## src/rtl/ga_sched_pkg.sv

```systemverilog
// Shared types and constants for the GA fitness scheduler slice.
// Latency: n/a (types, constants and a width helper only).
// Backpressure: n/a. CHROM_WIDTH / FITNESS_WIDTH normally come from
// common_defines.vh; defaults are provided here when that header is absent.
`ifndef CHROM_WIDTH
`define CHROM_WIDTH 16
`endif
`ifndef FITNESS_WIDTH
`define FITNESS_WIDTH 16
`endif

package ga_sched_pkg;

  typedef enum logic [1:0] {
    IDLE  = 2'd0,
    ISSUE = 2'd1,
    DRAIN = 2'd2,
    DONE  = 2'd3
  } sched_state_t;

  // Index width for a population; a population of 1 still needs one bit.
  function automatic int idx_w(input int pop);
    return (pop <= 1) ? 1 : $clog2(pop);
  endfunction

  // Most-negative fitness: the running maximum starts here so any real
  // value can replace it.
  localparam logic signed [`FITNESS_WIDTH-1:0] FIT_MIN =
    {1'b1, {(`FITNESS_WIDTH-1){1'b0}}};

endpackage

```

## src/rtl/fit_best_tracker.sv

```systemverilog
// Pair compare plus running maximum of fitness over one generation.
// Latency: best_* reflect an update one cycle after update_i.
// Backpressure: none; accepts one pair per cycle.
// Ports: clear_i resets best to FIT_MIN/0, update_i folds in a pair
// (idx1_i/fit1_i lane 1, idx2_i/fit2_i lane 2); best_idx_o/best_fit_o.
module fit_best_tracker
  import ga_sched_pkg::*;
#(
  parameter int IDX_W = 4
) (
  input  logic                             clk,
  input  logic                             rst_n,
  input  logic                             clear_i,
  input  logic                             update_i,
  input  logic [IDX_W-1:0]                 idx1_i,
  input  logic [IDX_W-1:0]                 idx2_i,
  input  logic signed [`FITNESS_WIDTH-1:0] fit1_i,
  input  logic signed [`FITNESS_WIDTH-1:0] fit2_i,
  output logic [IDX_W-1:0]                 best_idx_o,
  output logic signed [`FITNESS_WIDTH-1:0] best_fit_o
);

  logic [IDX_W-1:0]                 best_idx_q, best_idx_d;
  logic signed [`FITNESS_WIDTH-1:0] best_fit_q, best_fit_d;
  logic [IDX_W-1:0]                 win_idx;
  logic signed [`FITNESS_WIDTH-1:0] win_fit;

  always_comb begin
    // Lane 1 holds the even (lower) index, so it wins a tie within the pair.
    if (fit1_i >= fit2_i) begin
      win_idx = idx1_i;
      win_fit = fit1_i;
    end else begin
      win_idx = idx2_i;
      win_fit = fit2_i;
    end

    best_idx_d = best_idx_q;
    best_fit_d = best_fit_q;
    if (clear_i) begin
      best_idx_d = '0;
      best_fit_d = FIT_MIN;
    end else if (update_i && (win_fit > best_fit_q)) begin
      // Strictly greater: pairs arrive in ascending index order, so an
      // equal later value never displaces the earlier (lower) index.
      best_idx_d = win_idx;
      best_fit_d = win_fit;
    end
  end

  always_ff @(posedge clk or negedge rst_n) begin
    if (!rst_n) begin
      best_idx_q <= '0;
      best_fit_q <= FIT_MIN;
    end else begin
      best_idx_q <= best_idx_d;
      best_fit_q <= best_fit_d;
    end
  end

  assign best_idx_o = best_idx_q;
  assign best_fit_o = best_fit_q;

endmodule

```

## src/rtl/fitness_scheduler.sv

```systemverilog
// Sequences one generation through the dual-lane fitness evaluator: reads
// chromosome pairs, streams them one pair per cycle, writes results back.
// Latency: done pulses 1 + POP_SIZE/2 + 1 + FF_LATENCY + 1 cycles after start.
// Backpressure: none; memories and evaluator must accept one pair per cycle.
// Ports: start/abort control, busy/done status, pop_raddr*/pop_rdata* read
// side, ff_* evaluator side, fit_* write side, best_idx/best_fit result.
// Optional: define FIT_SCHED_STATS_EN to add the fit_sum output.
// FF_LATENCY must be at least 1.
module fitness_scheduler
  import ga_sched_pkg::*;
#(
  parameter int POP_SIZE   = 16,
  parameter int FF_LATENCY = 3,
  parameter int IDX_W      = idx_w(POP_SIZE)
) (
  input  logic                                   clk,
  input  logic                                   rst_n,
  input  logic                                   start,
  input  logic                                   abort,
  output logic                                   busy,
  output logic                                   done,
  output logic [IDX_W-1:0]                       pop_raddr1,
  output logic [IDX_W-1:0]                       pop_raddr2,
  input  logic [`CHROM_WIDTH-1:0]                pop_rdata1,
  input  logic [`CHROM_WIDTH-1:0]                pop_rdata2,
  output logic signed [`CHROM_WIDTH-1:0]         ff_chrom1,
  output logic signed [`CHROM_WIDTH-1:0]         ff_chrom2,
  output logic                                   ff_enable,
  input  logic signed [`FITNESS_WIDTH-1:0]       ff_fitness1,
  input  logic signed [`FITNESS_WIDTH-1:0]       ff_fitness2,
  output logic                                   fit_we,
  output logic [IDX_W-1:0]                       fit_waddr1,
  output logic [IDX_W-1:0]                       fit_waddr2,
  output logic [`FITNESS_WIDTH-1:0]              fit_wdata1,
  output logic [`FITNESS_WIDTH-1:0]              fit_wdata2,
`ifdef FIT_SCHED_STATS_EN
  output logic signed [`FITNESS_WIDTH+IDX_W-1:0] fit_sum,
`endif
  output logic [IDX_W-1:0]                       best_idx,
  output logic signed [`FITNESS_WIDTH-1:0]       best_fit
);

  localparam logic [IDX_W-1:0] LAST_P = IDX_W'(POP_SIZE / 2 - 1);

  sched_state_t       state_q, state_d;
  logic [IDX_W-1:0]   p_q, p_d;
  logic [FF_LATENCY:0] vld_q, vld_d;
  // Pair index travelling alongside each valid bit.
  logic [IDX_W-1:0]   pidx_q [FF_LATENCY+1];
  logic               issue;
  logic               start_acc;
  logic [IDX_W-1:0]   wr_pair;

  // ---------------------------------------------------------------------
  // Next-state logic
  // ---------------------------------------------------------------------
  always_comb begin
    state_d   = state_q;
    p_d       = p_q;
    issue     = 1'b0;
    start_acc = 1'b0;

    unique case (state_q)
      IDLE: begin
        // abort outranks a coincident start.
        if (start && !abort) begin
          state_d   = ISSUE;
          p_d       = '0;
          start_acc = 1'b1;
        end
      end
      ISSUE: begin
        issue = 1'b1;
        p_d   = p_q + 1'b1;
        if (p_q == LAST_P) state_d = DRAIN;
      end
      DRAIN: begin
        if (vld_q == '0) state_d = DONE;
      end
      DONE: begin
        state_d = IDLE;
      end
      default: state_d = IDLE;
    endcase

    if (abort && (state_q != IDLE)) state_d = IDLE;
  end

  // Valid pipeline: stage 0 is the read-data cycle, stage FF_LATENCY is the
  // cycle the evaluator result is present. abort empties it in one step.
  always_comb begin
    vld_d = '0;
    if (!abort) begin
      vld_d[0] = issue;
      for (int i = 1; i <= FF_LATENCY; i++) vld_d[i] = vld_q[i-1];
    end
  end

  always_ff @(posedge clk or negedge rst_n) begin
    if (!rst_n) begin
      state_q <= IDLE;
      p_q     <= '0;
      vld_q   <= '0;
      for (int i = 0; i <= FF_LATENCY; i++) pidx_q[i] <= '0;
    end else begin
      state_q   <= state_d;
      p_q       <= p_d;
      vld_q     <= vld_d;
      pidx_q[0] <= p_q;
      for (int i = 1; i <= FF_LATENCY; i++) pidx_q[i] <= pidx_q[i-1];
    end
  end

  // ---------------------------------------------------------------------
  // Outputs
  // ---------------------------------------------------------------------
  assign busy = (state_q == ISSUE) || (state_q == DRAIN);
  assign done = (state_q == DONE);

  assign pop_raddr1 = issue ? (p_q << 1)                 : '0;
  assign pop_raddr2 = issue ? ((p_q << 1) | IDX_W'(1))   : '0;

  // Memory read data feeds the evaluator directly.
  assign ff_chrom1 = pop_rdata1;
  assign ff_chrom2 = pop_rdata2;

  // Covers every data/result cycle in flight, and all of DRAIN.
  assign ff_enable = (|vld_q) || (state_q == DRAIN);

  // Gating with abort keeps the abort cycle itself from writing.
  assign wr_pair    = pidx_q[FF_LATENCY];
  assign fit_we     = vld_q[FF_LATENCY] && !abort;
  assign fit_waddr1 = wr_pair << 1;
  assign fit_waddr2 = (wr_pair << 1) | IDX_W'(1);
  assign fit_wdata1 = ff_fitness1;
  assign fit_wdata2 = ff_fitness2;

  fit_best_tracker #(
    .IDX_W (IDX_W)
  ) u_best (
    .clk        (clk),
    .rst_n      (rst_n),
    .clear_i    (start_acc),
    .update_i   (fit_we),
    .idx1_i     (fit_waddr1),
    .idx2_i     (fit_waddr2),
    .fit1_i     (ff_fitness1),
    .fit2_i     (ff_fitness2),
    .best_idx_o (best_idx),
    .best_fit_o (best_fit)
  );

`ifdef FIT_SCHED_STATS_EN
  localparam int SUM_W = `FITNESS_WIDTH + IDX_W;

  logic signed [SUM_W-1:0] fit_sum_q, fit_sum_d;
  logic signed [SUM_W-1:0] ext1, ext2;

  // IDX_W guard bits make overflow impossible for a full generation.
  assign ext1 = {{IDX_W{ff_fitness1[`FITNESS_WIDTH-1]}}, ff_fitness1};
  assign ext2 = {{IDX_W{ff_fitness2[`FITNESS_WIDTH-1]}}, ff_fitness2};

  always_comb begin
    fit_sum_d = fit_sum_q;
    if (start_acc)   fit_sum_d = '0;
    else if (fit_we) fit_sum_d = fit_sum_q + ext1 + ext2;
  end

  always_ff @(posedge clk or negedge rst_n) begin
    if (!rst_n) fit_sum_q <= '0;
    else        fit_sum_q <= fit_sum_d;
  end

  assign fit_sum = fit_sum_q;
`endif

endmodule

```

## config.mk

```make
export PLATFORM = sky130hd
export DESIGN_NAME = fitness_scheduler
export DESIGN_NICKNAME = d
export VERILOG_FILES = /design/src/rtl/ga_sched_pkg.sv /design/src/rtl/fit_best_tracker.sv /design/src/rtl/fitness_scheduler.sv
export SDC_FILE = /design/constraint.sdc
export NUM_CORES = 1
export LEC_CHECK = 0
export ABC_CLOCK_PERIOD_IN_PS = 5050
export CAP_MARGIN = 30
export CORE_ASPECT_RATIO = 0.75
export CORE_MARGIN = 4
export CORE_UTILIZATION = 47
export CTS_CLUSTER_SIZE = 12
export DETAILED_ROUTE_END_ITERATION = 8
export PLACE_DENSITY = 0.88
export SETUP_SLACK_MARGIN = 0.5
export SLEW_MARGIN = 20
export SYNTH_ARGS = -nofsm -noshare
export SYNTH_HDL_FRONTEND = slang
export SYNTH_SLANG_ARGS = --single-unit
```

## constraint.sdc

```tcl
create_clock -name clk -period 5.05 [get_ports clk]
set_input_delay 1.01 -clock clk [delete_from_list [all_inputs] [get_ports clk]]
set_output_delay 1.01 -clock clk [all_outputs]
set_load 0.03 [all_outputs]
```

**Run 1: metal 3**

Scale bar: 20 um.
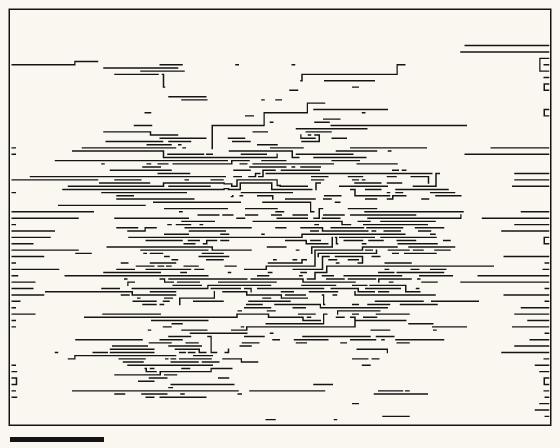
wire length on this layer: 3160 um
share of all routed wire: 15%
longest straight run: 41.4 um
Total Wirelength: 20800 um
met3 Track Usage GR: 12.0%

**Run 1: wires at chosen ports, followed through buffers**

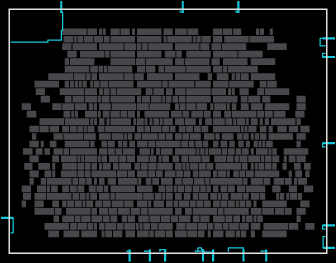
legend:
  `ff_chrom1`:
    colour: cyan
    bits: 16
    direction: output
    edge: 7 bottom, 5 right, 3 top, 1 left
    end_cells: 0
    wire: 91.8 um

==> Changelog: implementation, run 1 <==
## Flow update

- Post-CTS Setup Bufs: 33
- Largest class: combinational gates
- Post-Layout Cell Count: 728
- ClkCell Share: 3.02%
- Signal buffers: 236
- Routed wl met2: 8720 um
- Top delay family on crit path: buffers and inverters
- Sequential share of cell area: 16.4%
- GR Util met1: 37.0%
- Yosys stat cell total: 478
- FF-to-FF setup slack: 2.16 ns
- Warning count from the yosys run: 0
- Int Pwr: 0.00123 W
- CP bufs+invs: 18
- Levels on crit path: 25
- Placer Congestion: 0.931
- Min-Delay Endpoint: pidx_q[5]
- Hold_ws: 0.355 ns
- Non-Clock Inverter Count: 52
- Max Clock Freq: 198 MHz
- Initial antenna violation count: 0
- Worst hold path stage count: 0
- EDFF count, synth: 0
- Synth top area cells: dfrtp_1, buf_4, ha_1
- Clk_buf instances: 5
- Comb area: 2730 um2
- Crit Reg-Reg Endpoint: u_best.best_fit_o[2]
- CTS buffer count: 5
- Routed wl met3: 3160 um
- Clock transition at the registers of the reported paths: 0.07 ns
- Synth async-reset ratio: 100%
- GRT Resource Usage Total: 32.9%
- Signal buf overhead: 33.0%
- Synth Area in Adders: 11.5%
- R2R depth: 9
- Share of the synthesized area in the top cell type: 25.5%
- Unrepaired setup endpoints after global routing: yes
- Final hold vios: 0
- Final Instance Area: 6430 um2
- CP dominant cell by count: buf_4
- Fp util: 49.5%
- Synth-to-Final Area Change: 59.7%
- Final Core Density: 79.1%
- Die Ht: 88.1 um
- Yosys simple share: 16.2%
- Post-route DRC: 1
- Post-cts gate resize count: 109
- CP Max Fanout: 5
- Largest net degree at the start of global routing: 43
- Post-synthesis cell area: 4030 um2
- Final setup violating endpoints: 1
- Fin crit share: 100%
- Switching Share: 43.5%
- Area after DPL: 5110 um2
- R2R Path Start: u_best.best_fit_o[1]
- Initial DRC count: 694
- Met2 GRT Util: 53.3%
- Failing checks: design-rule violations, negative setup slack
- Pin slew with the least headroom to its limit: 1.04 ns
- Ant diodes: 0
- Yosys chip area: 4030 um2
- Combinational share of cell area: 42.5%
- Mux frac, synth: 0.249%
- End of the critical path: u_best.best_idx_o[0]
- Clock tree root driver cell: clkbuf_16
- Comb_multi_in: 285
- Core Area: 8130 um2
- Nets: 727
- Top Consumer: combinational cells
- Status: finished, violations left
- Most frequent logic cell in the layout: buf_4
- Reg power frac: 23.2%
- Full die area: 10100 um2
- Htree depth: 2
- Gate Count Post-Synth: 478
- Power per cell area: 338 nW/um2
- Slew headroom: 30.7%
- Comb group: 0.00124 W
- Boundary pin count: 172
- Max Cap Viol: 0
- TritonCTS sink count: 42
- Final setup margin: -0.00126 ns
- Most frequent cell after synthesis: buf_4
- Clock Tree Buf Depth: 2
**Run 1: cell density map**

11 x 9 tiles, from black (low) to pale yellow (high), 0 to 100% covered.
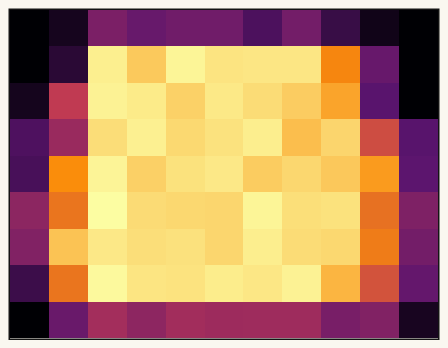
densest ninth of the die: centre
emptiest ninth of the die: upper right
nearly empty tiles: 6.1%

**Run 1: cell placement**

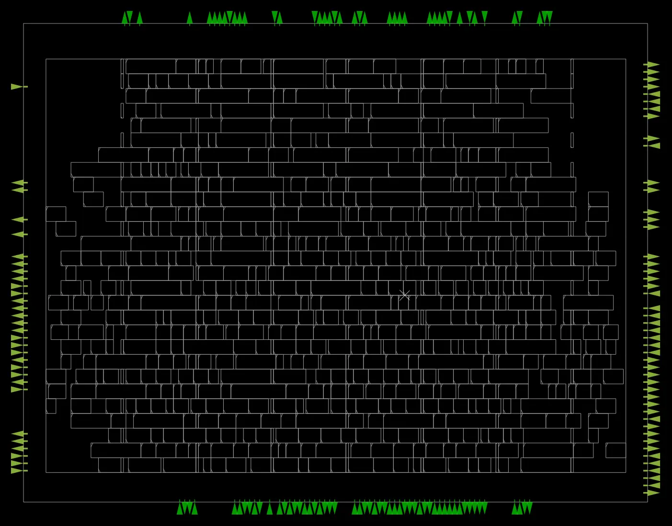

==> run 2, diff against run 1 <==
--- a/config.mk
+++ b/config.mk
@@ -7,14 +7,18 @@
 export LEC_CHECK = 0
 export ABC_CLOCK_PERIOD_IN_PS = 5050
 export CAP_MARGIN = 30
+export CELL_PAD_IN_SITES_DETAIL_PLACEMENT = 1
+export CELL_PAD_IN_SITES_GLOBAL_PLACEMENT = 2
 export CORE_ASPECT_RATIO = 0.75
 export CORE_MARGIN = 4
-export CORE_UTILIZATION = 47
+export CORE_UTILIZATION = 40
 export CTS_CLUSTER_SIZE = 12
 export DETAILED_ROUTE_END_ITERATION = 8
-export PLACE_DENSITY = 0.88
+export DONT_BUFFER_PORTS = 1
+export PLACE_DENSITY = 0.86
 export SETUP_SLACK_MARGIN = 0.5
 export SLEW_MARGIN = 20
 export SYNTH_ARGS = -nofsm -noshare
 export SYNTH_HDL_FRONTEND = slang
+export SYNTH_HIERARCHICAL = 1
 export SYNTH_SLANG_ARGS = --single-unit
**Run 2: cell placement**

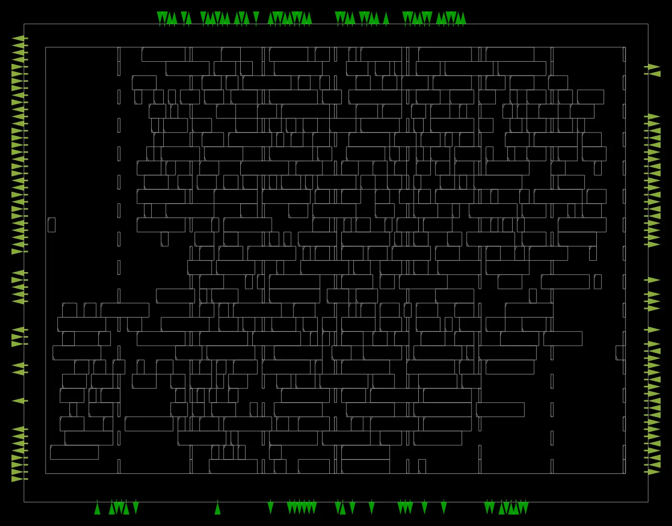
Seq cells: 42
Post-Layout Cell Count: 486

==> run 2 against run 1 <==
Effect of this change: the flow now finishes without violations; critical endpoint is now u_best/best_fit_o[10]; first-iteration DRC count fell by 79%; synthesized cell count down 21%; hold slack got worse by 0.0070 ns; register-to-register slack got worse by 0.29 ns; via count shrank 48%; sequential power grew 15%; maximum frequency rose by 3.4%; clock skew grew 0.0035 ns; combinational power shrank 32%; sequential share of layout area grew 6.6 points; cell count fell by 33%; worst setup slack better by 0.17 ns; largest power group unchanged.
==> Changelog: implementation, run 2 <==
## Flow update

- Boundary pin count: 172
- CTS buffer count: 5
- Die Ht: 91.5 um
- Placer Congestion: 0.786
- Mux frac, synth: 17.2%
- Total Wirelength: 12500 um
- Warning count from the yosys run: 6
- Levels on crit path: 24
- ClkCell Share: 4.34%
- Synth Area in Adders: 12.4%
- CP dominant cell by count: buf_6
- Pin slew with the least headroom to its limit: 0.692 ns
- Signal buf overhead: 11.6%
- Sequential share of cell area: 23.0%
- Slew headroom: 53.9%
- Met2 GRT Util: 33.3%
- Htree depth: 2
- Top delay family on crit path: buffers and inverters
- Final Core Density: 50.6%
- Largest net degree at the start of global routing: 43
- FF-to-FF setup slack: 1.87 ns
- Synth async-reset ratio: 100%
- Share of the synthesized area in the top cell type: 27.6%
- Gate Count Post-Synth: 377
- Most frequent cell after synthesis: buf_4
- Max Cap Viol: 0
- Max Clock Freq: 205 MHz
- Area after DPL: 3390 um2
- Post-synthesis cell area: 3720 um2
- Core Area: 9050 um2
- Signal buffers: 54
- Nets: 462
- Synth-to-Final Area Change: 23.1%
- EDFF count, synth: 0
- Synth top area cells: dfrtp_1, buf_4, mux2i_1
- Non-Clock Inverter Count: 38
- CP Max Fanout: 7
- Clk_buf instances: 6
- Status: finished clean
- Clock tree root driver cell: clkbuf_16
- Int Pwr: 0.00112 W
- CP bufs+invs: 11
- Final setup violating endpoints: 0
- Clock transition at the registers of the reported paths: 0.06 ns
- R2R Path Start: u_best/best_fit_o[9]
- Yosys simple share: 8.78%
- Routed wl met2: 6220 um
- Min-Delay Endpoint: pidx_q[6]
- Largest class: combinational gates
- Yosys chip area: 3720 um2
- Hold_ws: 0.347 ns
- Yosys stat cell total: 377
- Post-CTS Setup Bufs: 29
- Initial antenna violation count: 0
- Comb group: 0.000845 W
**Run 2: logic cells by family**

Scale bar: 20 um.
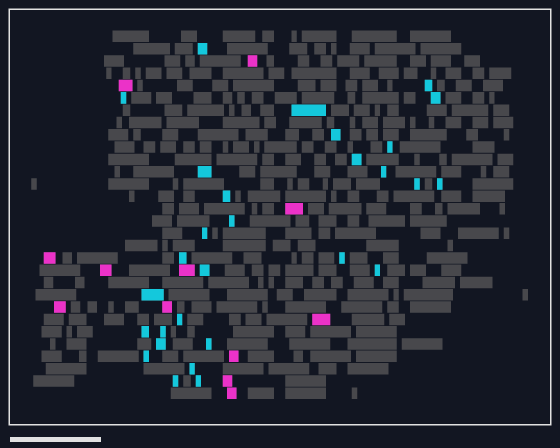
legend:
  NAND gates:
    colour: cyan
    cells: 29
    most_used: nand2_1
  AND and OR gates:
    colour: magenta
    cells: 12
    most_used: and2_1
most frequent logic cell in the layout: dfrtp_1
combinational share of cell area: 54.2%

**Run 2: metal 3**

Scale bar: 20 um.
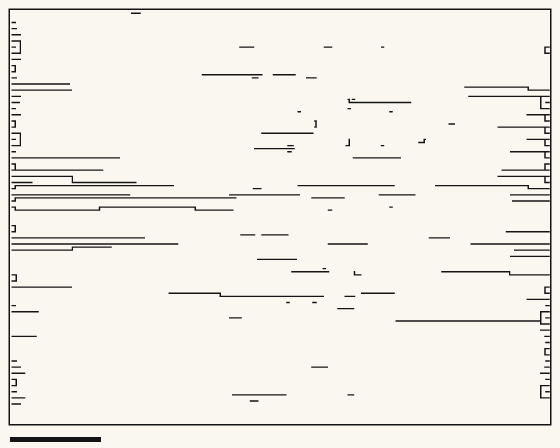

==> run 3, diff against run 2 <==
--- a/config.mk
+++ b/config.mk
@@ -15,10 +15,11 @@
 export CTS_CLUSTER_SIZE = 12
 export DETAILED_ROUTE_END_ITERATION = 8
 export DONT_BUFFER_PORTS = 1
-export PLACE_DENSITY = 0.86
+export PLACE_DENSITY = 0.94
 export SETUP_SLACK_MARGIN = 0.5
 export SLEW_MARGIN = 20
 export SYNTH_ARGS = -nofsm -noshare
 export SYNTH_HDL_FRONTEND = slang
 export SYNTH_HIERARCHICAL = 1
 export SYNTH_SLANG_ARGS = --single-unit
+export TNS_END_PERCENT = 1
**Run 3: metal 3**

Scale bar: 20 um.
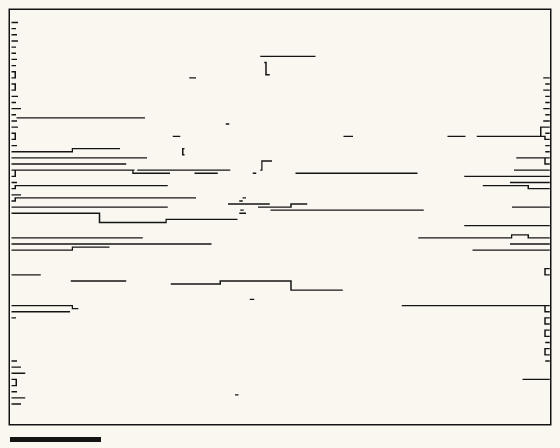
longest straight run: 43.9 um
wire length on this layer: 894 um
main direction: horizontal
share of all routed wire: 8.4%
nets with wire on the layer: 68

**Run 3: cell density map**

12 x 9 tiles, from black (low) to pale yellow (high), 0 to 100% covered.
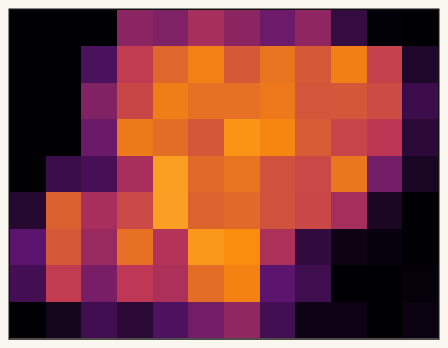
densest ninth of the die: centre
tiles over 75% full: 4.6%
fullest tile: 79%
nearly empty tiles: 19%
emptiest ninth of the die: lower right
Final Core Density: 45.5%
Core Area: 9050 um2
fp util: 41.1%

==> run 3 against run 2 <==
Effect of this change: clock power decreased by 13%; critical path depth decreased by 6; clock skew decreased by 0.0075 ns; critical endpoint is now u_best/best_fit_o[12]; cell count decreased by 5.6%; hold slack improved by 0.0018 ns; largest power group unchanged; maximum frequency increased by 4.0%; first-iteration DRC count decreased by 24%; wire length decreased by 14%; global-route usage decreased by 3.1 points.
==> Changelog: implementation, run 3 <==
## Flow update

- Status: finished clean
- Seq/Total Area, Yosys: 28.3%
- Warning count from the yosys run: 6
- Synth Area in Adders: 12.4%
- Reg power frac: 34.7%
- Most frequent logic cell in the layout: mux2i_1
- CTS buffer count: 5
- Final setup violating endpoints: 0
- Post-CTS Setup Bufs: 2
- GRT Resource Usage Total: 15.9%
- Combinational share of cell area: 55.2%
- Mux frac, synth: 17.2%
- Nets: 435
- Slew headroom: 56.2%
- Largest class: combinational gates
- Levels on crit path: 18
- Initial DRC count: 112
- FF-to-FF setup slack: 2.00 ns
- Max Clock Freq: 213 MHz
- Most frequent cell after synthesis: buf_4
- Htree depth: 2
- CP Max Fanout: 10
- Largest net degree at the start of global routing: 43
- Initial antenna violation count: 0
- Share of the synthesized area in the top cell type: 27.6%
- Post-route DRC: 0
- Clock tree root driver cell: clkbuf_16
- Worst hold path stage count: 0
- Post-synthesis cell area: 3720 um2
- Post-Layout Cell Count: 459
- Comb_multi_in: 216
- Ant diodes: 0
- R2R Path Start: u_best/best_fit_o[13]
- Yosys stat cell total: 377
- Fin crit share: 93.0%
- Signal buffers: 27
- Synth async-reset ratio: 100%
- Comb group: 0.000715 W
- Pin slew with the least headroom to its limit: 0.657 ns
- Routed wl met3: 893 um
- Comb area: 2270 um2
- Final Instance Area: 4120 um2
- Sequential share of cell area: 25.5%
- End of the critical path: u_best/best_fit_o[12]
- CTS tree: yes
- Clock transition at the registers of the reported paths: 0.06 ns
- Met2 GRT Util: 27.2%
- Yosys chip area: 3720 um2
- CP bufs+invs: 6
- R2R depth: 9
- Top Consumer: combinational cells
- Switching Share: 41.1%
- Die Ht: 91.5 um
- Met3 Track Usage GR: 6.29%
- Full die area: 10900 um2
- Area after DPL: 3390 um2
- Synth-to-Final Area Change: 10.8%
- Boundary pin count: 172
- Unrepaired setup endpoints after global routing: yes
- Routed wl met2: 5430 um
- Min-Delay Endpoint: pidx_q[5]
- Gate Count Post-Synth: 377
- Final hold vios: 0
- Fin crit period: 4.70 ns
- Wire length per cell: 23.3 um
- Int Pwr: 0.000983 W
- Clock Tree Buf Depth: 2
- Synth top area cells: dfrtp_1, buf_4, mux2i_1
- Non-Clock Inverter Count: 38
- GR Util met1: 19.1%
- Final setup margin: 0.353 ns
- Clk_buf instances: 6
- Placer Congestion: 0.819
- ClkCell Share: 4.04%
- Seq cells: 42
- Yosys simple share: 8.78%
- Hold_ws: 0.349 ns
- TritonCTS sink count: 42
- Top cells excl fill/tap: mux2i_1, dfrtp_1, inv_1
- Top delay family on crit path: AND-OR/OR-AND gates
- Power per cell area: 405 nW/um2
- Clk. pwr: 0.000375 W
- Total Wirelength: 10700 um
- Max Cap Viol: 0
- Crit Reg-Reg Endpoint: u_best/best_fit_o[0]
Power and IR drop assume default switching activity.
